==> src/rtl/sce_mac_sched.sv <==
// Time-multiplexed MAC and shared-divider scheduler for the symmetrical-component decomposer.
// One sample is accepted per IDLE visit, then 13 MAC steps form three numerators and three divides are issued.
module sce_mac_sched #(
  parameter int M  = 14,
  parameter int CF = 1000,
  parameter int PB = 3853,
  parameter int ZB = 4439,
  parameter int PC = 4853,
  parameter int ZC = 4439
) (
  input  logic                clk,
  input  logic                rst,
  input  logic                clr_hist,
  input  logic                in_valid,
  output logic                in_ready,
  input  logic signed [M-1:0] Va,
  input  logic signed [M-1:0] Vb,
  input  logic signed [M-1:0] Vc,
  output logic                div_start,
  output logic signed [31:0]  div_num,
  input  logic                div_done,
  input  logic signed [31:0]  div_quot,
  output logic signed [M-1:0] Vpos,
  output logic signed [M-1:0] Vneg,
  output logic signed [M-1:0] Vzero,
  output logic [2:0]          out_sat,
  output logic                out_valid
);

  typedef enum logic [1:0] {S_IDLE, S_MAC, S_DIV} state_t;

  localparam logic signed [31:0] MAXQ = (32'sd1 <<< (M-1)) - 32'sd1;
  localparam logic signed [31:0] MINQ = -(32'sd1 <<< (M-1));

  state_t state_q, state_d;
  logic signed [M-1:0] cur_a_q, cur_b_q, cur_c_q, prev_b_q, prev_c_q;
  logic signed [M-1:0] cur_a_d, cur_b_d, cur_c_d, prev_b_d, prev_c_d;
  logic signed [M-1:0] op_a2_q, op_b2_q, op_c2_q, op_b1_q, op_c1_q;
  logic signed [M-1:0] op_a2_d, op_b2_d, op_c2_d, op_b1_d, op_c1_d;
  logic [3:0]          step_q, step_d;
  logic signed [31:0]  acc1_q, acc2_q, acc3_q, acc1_d, acc2_d, acc3_d;
  logic [1:0]          div_idx_q, div_idx_d;
  logic                wait_q, wait_d;
  logic signed [31:0]  q1_q, q2_q, q1_d, q2_d;
  logic signed [M-1:0] vpos_q, vneg_q, vzero_q, vpos_d, vneg_d, vzero_d;
  logic [2:0]          sat_q, sat_d;
  logic                valid_q, valid_d;

  logic                accept;
  logic signed [31:0]  coef, opnd_x, prod, term;
  logic signed [M-1:0] opnd;
  logic                neg;
  logic [1:0]          tgt;
  logic [M:0]          s1, s2, s3;

  // Returns {clipped, value} with the quotient limited to the M-bit signed range.
  function automatic logic [M:0] sat_fn(input logic signed [31:0] q);
    if (q > MAXQ)      return {1'b1, MAXQ[M-1:0]};
    else if (q < MINQ) return {1'b1, MINQ[M-1:0]};
    else               return {1'b0, q[M-1:0]};
  endfunction

  always_ff @(posedge clk) begin
    if (rst) begin
      state_q   <= S_IDLE;
      cur_a_q   <= '0;
      cur_b_q   <= '0;
      cur_c_q   <= '0;
      prev_b_q  <= '0;
      prev_c_q  <= '0;
      op_a2_q   <= '0;
      op_b2_q   <= '0;
      op_c2_q   <= '0;
      op_b1_q   <= '0;
      op_c1_q   <= '0;
      step_q    <= '0;
      acc1_q    <= '0;
      acc2_q    <= '0;
      acc3_q    <= '0;
      div_idx_q <= '0;
      wait_q    <= 1'b0;
      q1_q      <= '0;
      q2_q      <= '0;
      vpos_q    <= '0;
      vneg_q    <= '0;
      vzero_q   <= '0;
      sat_q     <= '0;
      valid_q   <= 1'b0;
    end else begin
      state_q   <= state_d;
      cur_a_q   <= cur_a_d;
      cur_b_q   <= cur_b_d;
      cur_c_q   <= cur_c_d;
      prev_b_q  <= prev_b_d;
      prev_c_q  <= prev_c_d;
      op_a2_q   <= op_a2_d;
      op_b2_q   <= op_b2_d;
      op_c2_q   <= op_c2_d;
      op_b1_q   <= op_b1_d;
      op_c1_q   <= op_c1_d;
      step_q    <= step_d;
      acc1_q    <= acc1_d;
      acc2_q    <= acc2_d;
      acc3_q    <= acc3_d;
      div_idx_q <= div_idx_d;
      wait_q    <= wait_d;
      q1_q      <= q1_d;
      q2_q      <= q2_d;
      vpos_q    <= vpos_d;
      vneg_q    <= vneg_d;
      vzero_q   <= vzero_d;
      sat_q     <= sat_d;
      valid_q   <= valid_d;
    end
  end

  // MAC schedule: steps 0-4 build num1, 5-9 num2, 10-12 num3.
  always_comb begin
    coef = '0;
    opnd = '0;
    neg  = 1'b0;
    tgt  = 2'd2;
    unique case (step_q)
      4'd0:  begin coef = 32'(CF); opnd = op_a2_q; tgt = 2'd0; end
      4'd1:  begin coef = 32'(PB); opnd = op_b2_q; tgt = 2'd0; end
      4'd2:  begin coef = 32'(ZC); opnd = op_c1_q; tgt = 2'd0; end
      4'd3:  begin coef = 32'(ZB); opnd = op_b1_q; tgt = 2'd0; neg = 1'b1; end
      4'd4:  begin coef = 32'(PC); opnd = op_c2_q; tgt = 2'd0; neg = 1'b1; end
      4'd5:  begin coef = 32'(CF); opnd = op_a2_q; tgt = 2'd1; end
      4'd6:  begin coef = 32'(ZC); opnd = op_b1_q; tgt = 2'd1; end
      4'd7:  begin coef = 32'(PB); opnd = op_c2_q; tgt = 2'd1; end
      4'd8:  begin coef = 32'(PC); opnd = op_b2_q; tgt = 2'd1; neg = 1'b1; end
      4'd9:  begin coef = 32'(ZB); opnd = op_c1_q; tgt = 2'd1; neg = 1'b1; end
      4'd10: begin coef = 32'(CF); opnd = op_a2_q; end
      4'd11: begin coef = 32'(CF); opnd = op_b2_q; end
      4'd12: begin coef = 32'(CF); opnd = op_c2_q; end
      default: ;
    endcase
    opnd_x = {{(32-M){opnd[M-1]}}, opnd};
    prod   = coef * opnd_x;
    term   = neg ? -prod : prod;
  end

  always_comb begin
    state_d   = state_q;
    cur_a_d   = cur_a_q;
    cur_b_d   = cur_b_q;
    cur_c_d   = cur_c_q;
    prev_b_d  = prev_b_q;
    prev_c_d  = prev_c_q;
    op_a2_d   = op_a2_q;
    op_b2_d   = op_b2_q;
    op_c2_d   = op_c2_q;
    op_b1_d   = op_b1_q;
    op_c1_d   = op_c1_q;
    step_d    = step_q;
    acc1_d    = acc1_q;
    acc2_d    = acc2_q;
    acc3_d    = acc3_q;
    div_idx_d = div_idx_q;
    wait_d    = wait_q;
    q1_d      = q1_q;
    q2_d      = q2_q;
    vpos_d    = vpos_q;
    vneg_d    = vneg_q;
    vzero_d   = vzero_q;
    sat_d     = sat_q;
    valid_d   = 1'b0;
    div_start = 1'b0;
    in_ready  = (state_q == S_IDLE) && !rst;
    accept    = in_ready && in_valid;
    s1        = sat_fn(q1_q);
    s2        = sat_fn(q2_q);
    s3        = sat_fn(div_quot);

    if (accept) begin
      cur_a_d  = Va;
      cur_b_d  = Vb;
      cur_c_d  = Vc;
      prev_b_d = clr_hist ? '0 : cur_b_q;
      prev_c_d = clr_hist ? '0 : cur_c_q;
    end else if (clr_hist) begin
      cur_a_d  = '0;
      cur_b_d  = '0;
      cur_c_d  = '0;
      prev_b_d = '0;
      prev_c_d = '0;
    end

    unique case (state_q)
      S_IDLE: begin
        if (accept) begin
          op_a2_d = Va;
          op_b2_d = Vb;
          op_c2_d = Vc;
          op_b1_d = clr_hist ? '0 : cur_b_q;
          op_c1_d = clr_hist ? '0 : cur_c_q;
          acc1_d  = '0;
          acc2_d  = '0;
          acc3_d  = '0;
          step_d  = '0;
          state_d = S_MAC;
        end
      end
      S_MAC: begin
        unique case (tgt)
          2'd0:    acc1_d = acc1_q + term;
          2'd1:    acc2_d = acc2_q + term;
          default: acc3_d = acc3_q + term;
        endcase
        step_d = step_q + 4'd1;
        if (step_q == 4'd12) begin
          div_idx_d = '0;
          wait_d    = 1'b0;
          state_d   = S_DIV;
        end
      end
      S_DIV: begin
        if (!wait_q) begin
          div_start = 1'b1;
          wait_d    = 1'b1;
        end else if (div_done) begin
          wait_d    = 1'b0;
          div_idx_d = div_idx_q + 2'd1;
          unique case (div_idx_q)
            2'd0: q1_d = div_quot;
            2'd1: q2_d = div_quot;
            default: begin
              vpos_d  = s1[M-1:0];
              vneg_d  = s2[M-1:0];
              vzero_d = s3[M-1:0];
              sat_d   = {s3[M], s2[M], s1[M]};
              valid_d = 1'b1;
              state_d = S_IDLE;
            end
          endcase
        end
      end
      default: state_d = S_IDLE;
    endcase
  end

  always_comb begin
    unique case (div_idx_q)
      2'd0:    div_num = acc1_q;
      2'd1:    div_num = acc2_q;
      default: div_num = acc3_q;
    endcase
  end

  assign Vpos      = vpos_q;
  assign Vneg      = vneg_q;
  assign Vzero     = vzero_q;
  assign out_sat   = sat_q;
  assign out_valid = valid_q;

endmodule

==> config.mk <==
export PLATFORM = sky130hd
export DESIGN_NAME = sce_mac_sched
export DESIGN_NICKNAME = d
export VERILOG_FILES = /design/src/rtl/sce_mac_sched.sv
export SDC_FILE = /design/constraint.sdc
export NUM_CORES = 1
export LEC_CHECK = 0
export CORE_MARGIN = 2
export CORE_UTILIZATION = 55
export DETAILED_ROUTE_END_ITERATION = 8
export GPL_TIMING_DRIVEN = 0
export HOLD_SLACK_MARGIN = 0.08
export MAX_ROUTING_LAYER = met4
export PLACE_DENSITY = 0.76
export SKIP_LAST_GASP = 1
export SLEW_MARGIN = 20
export SYNTH_ARGS = -nofsm -noshare
export SYNTH_HDL_FRONTEND = slang
export SYNTH_SLANG_ARGS = --single-unit
==> constraint.sdc <==
create_clock -name clk -period 11.1 [get_ports clk]
set_input_delay 1.11 -clock clk [delete_from_list [all_inputs] [get_ports clk]]
set_output_delay 1.11 -clock clk [all_outputs]
set_load 0.005 [all_outputs]
Figure 1. Track usage over the die.
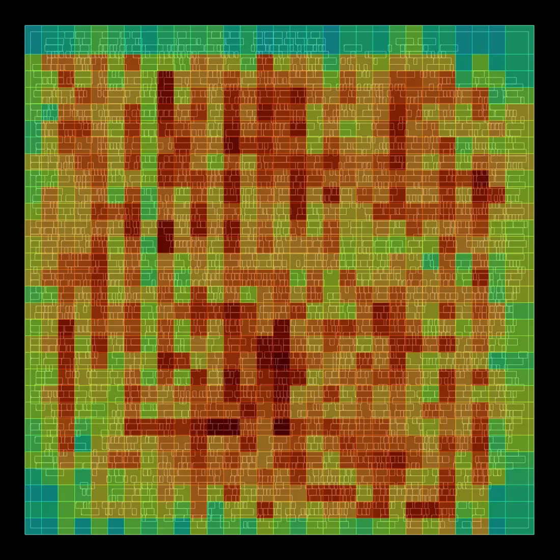
met1 GRT Util: 0.447
DR WL/cell: 20.4 um
grt met2 use: 0.558
met3 usage: 0.0628
Final Util: 0.657

Figure 2. Local utilization.
21 x 21 tiles, from dark blue (low) to red (high), 0 to 100% covered.
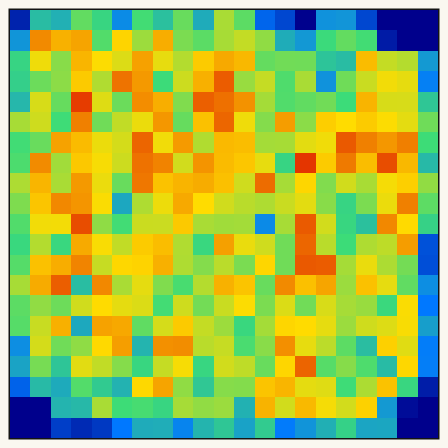
fullest tile: 94%
mean over tiles: 61%
nearly empty tiles: 2.9%
tiles over 75% full: 28%

Figure 3. Gate families picked out.
Scale bar: 50 um.
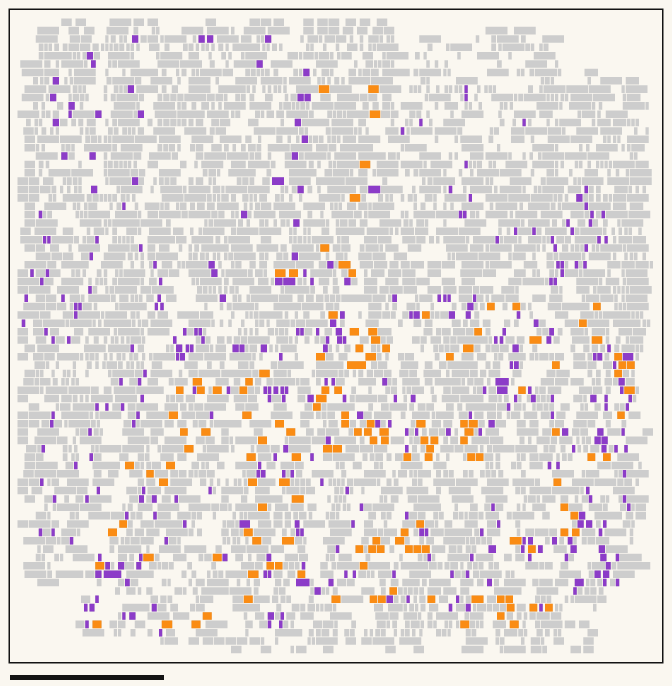
| color | family | cells |
|---|---|---|
| purple | nor cells | 329 |
| orange | non-inverting ao/oa cells | 140 |

==> results.yml <==
# generated from flow reports
worst_setup_path:
  ff2ff_path_depth: 43
  cpPeakStageDelay_ns: 0.59
  crit_path_end_kind: "register"
  worstPathMaxFanout: 10
  rrSetupSlack_ns: 0.12
  crit_arrival_ns: 11.47
finish:
  final_area_um2: 28200
  seqCellArea_um2: 6270
  final_nets: 3656
  drive_gt1_frac: 0.0631
clocking:
  clk_latency_ns: 0.57
  clockBufferDepth: 3
  hold_buffers: 0
  path_clk_slew_ns: 0.06
  root_buffer: "clkbuf_16"
yosys:
  ys.flop_type: "dfxtp_1"
  yosys_warnings: 0
  syn_inst: 3017
  top_area_frac: 0.263
  synth_top_cell_by_count: "nand2_1"
  yosys-stat-area_um2: 23800
  ys_seq_elements: 313
  ys_seq_frac: 0.263
  yosysCellCount: 3017
route:
  route.detailed.drc: 0
  via_per_inst: 6.03
  dr_total_vias: 23200
  drtIter0Drc: 2186
  drt_first_pass_iters: 8
  wl_um: 78500
sta:
  slew_headroom: 0.203
  rsz0062_at_grt: "true"
  drv_slew: 0
  final.period_utilization: 0.989
  worst_pin_slew_ns: 1.19
placed_design:
  hpwlAfterDp_um: 61200
  numPortBuffers: 156
floorplan:
  pin_count: 159
  die_h_um: 212
  num_rows: 76
  core-area_um2: 42900
  die-width_um: 212
power:
  power_leakage_uw: 0.0122
  ir_drop_mv: 0.145
outcome:
  outcome: "finished clean"
grt:
  antenna_found_initial: 1
  overflow: 0
run:
  warnings: 31
hold_path:
  min_path_cells: 2
Figure 4. Wiring by layer.
Scale bar: 50 um.
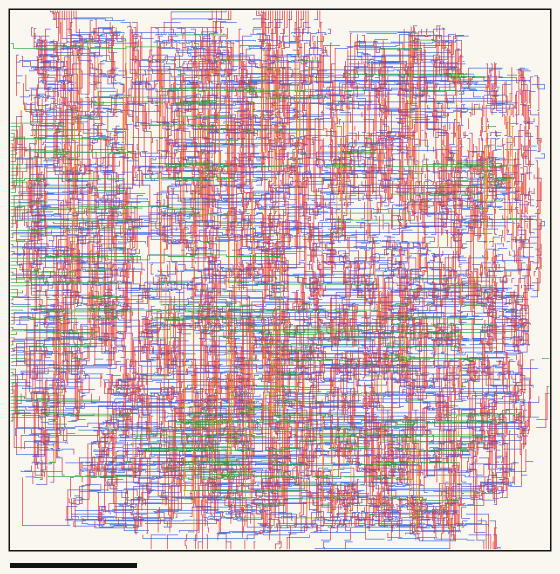
| color | layer | wire length |
|---|---|---|
| blue | M1 | 32.4 mm |
| orange | M4 | 3,380 um |
| green | M3 | 6,830 um |
| red | M2 | 36.0 mm |

Figure 5. Clock wires, drivers and flops.
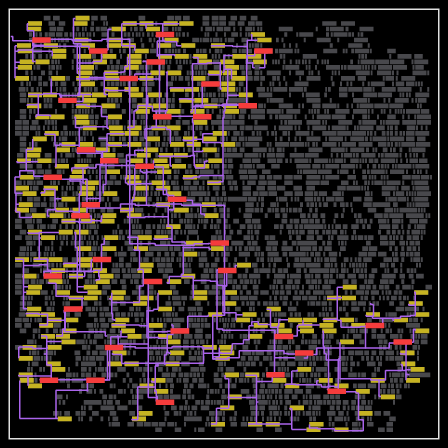
[purple] clock wires | length: 4,370 um
[red] clock-net drivers | count: 35
[yellow] flip-flops | count: 313
flops lie: all over the die
routed clock nets: 36

[sequential cells by signal, summed over array words and instances, names as in the netlist, 32 cells and up]
register and count:
acc3_q 32, acc1_q 32, q2_q 32, acc2_q 32
q1_q 32
[final cells by class]
cell class,count,area share
Multi-Input combinational cell,2312,0.591
Sequential cell,313,0.223
Timing Repair Buffer,189,0.0652
Clock buffer,53,0.0371
Inverter,241,0.0321
Tap cell,585,0.0260
Buffer,147,0.0210
Clock inverter,10,0.00502
Antenna cell,1,0.0000889
[critical path: cells and delay by family, from the launching register on]
kind | cells | cell delay (ns)
xor+xnor | 2 | 0.42
simple gates | 9 | 1.83
buf+inv | 8 | 0.94
flops | 1 | 0.37
fa+ha+maj | 9 | 4.04
compound gates | 15 | 3.28
[metal layers]
metal  vias up  wire [um]  GRT usage
met5         -          0          -
met2      1048      36000      0.558
met1     11100      32400      0.447
met3       213       6830     0.0628
li1      10800          -          -
met4         0       3380      0.151
[cells in the final DEF, fill, tap and decap left out, types with 19 or more instances in the layout]
master / n
nand2_1: 526
dfxtp_1: 311
a21oi_1: 302
inv_1: 241
nor2_1: 210
ha_1: 196
clkdlybuf4s50_1: 156
fa_1: 132
clkbuf_1: 125
o21ai_0: 93
nand3_1: 76
xnor2_1: 61
a22oi_1: 49
a21o_1: 48
a211oi_1: 48
nand2b_1: 44
nor3_1: 42
xor2_1: 39
nor2b_1: 38
clkbuf_16: 35
nand3b_1: 33
buf_4: 29
a22o_1: 28
o21a_1: 27
nor4_1: 24
nand4_1: 21
a221oi_1: 19
[report_power, final]
part | internal, uW | leakage (uW) | switching, uW
registers | 1160 | 0.00253 | 34.0
logic | 1140 | 0.00906 | 1770
clock network | 706 | 0.000585 | 512
total | 3000 | 0.0122 | 2310
[kinds of logic (layout without fill, tap and decap cells)]
| logic type | count (synthesis) | count (layout) | synth area share |
|---|---|---|---|
| AND/OR/NAND/NOR | 1091 | 1091 | 0.206 |
| AND-OR/OR-AND | 762 | 762 | 0.205 |
| buffers and inverters | 392 | 640 | 0.0620 |
| adder cells (fa/ha/maj) | 338 | 338 | 0.219 |
| flip-flops | 313 | 313 | 0.263 |
| XOR/XNOR | 116 | 116 | 0.0427 |
| multiplexers | 5 | 5 | 0.00221 |
| other | 0 | 1 | 0 |
[worst paths after layout]
| check | startpoint | to |
|---|---|---|
| setup reg to reg | step_q[0] | acc2_q[31] |
| hold / removal | q2_q[8] | q2_q[8] |
| hold reg to reg | q2_q[8] | q2_q[8] |
| setup / recovery | step_q[0] | acc2_q[31] |
[timing repair]
item                                    CTS  global route
endpoints found under the setup margin   40            22
gates resized                            65            69
hold endpoints to repair                  0             0
setup buffers                            14            17
pin swaps                                 9            24
[per-stage QoR]
stage | setup slack, ns | instances
after CTS | 0.000959 | 3834
final | 0.119 | 3851
after detailed placement | -1.43 | 3760
after global placement | -1.61 | 3758
after global routing | -0.126 | 3851
after floorplan | 0.606 | 3017
Power and IR drop assume default switching activity.
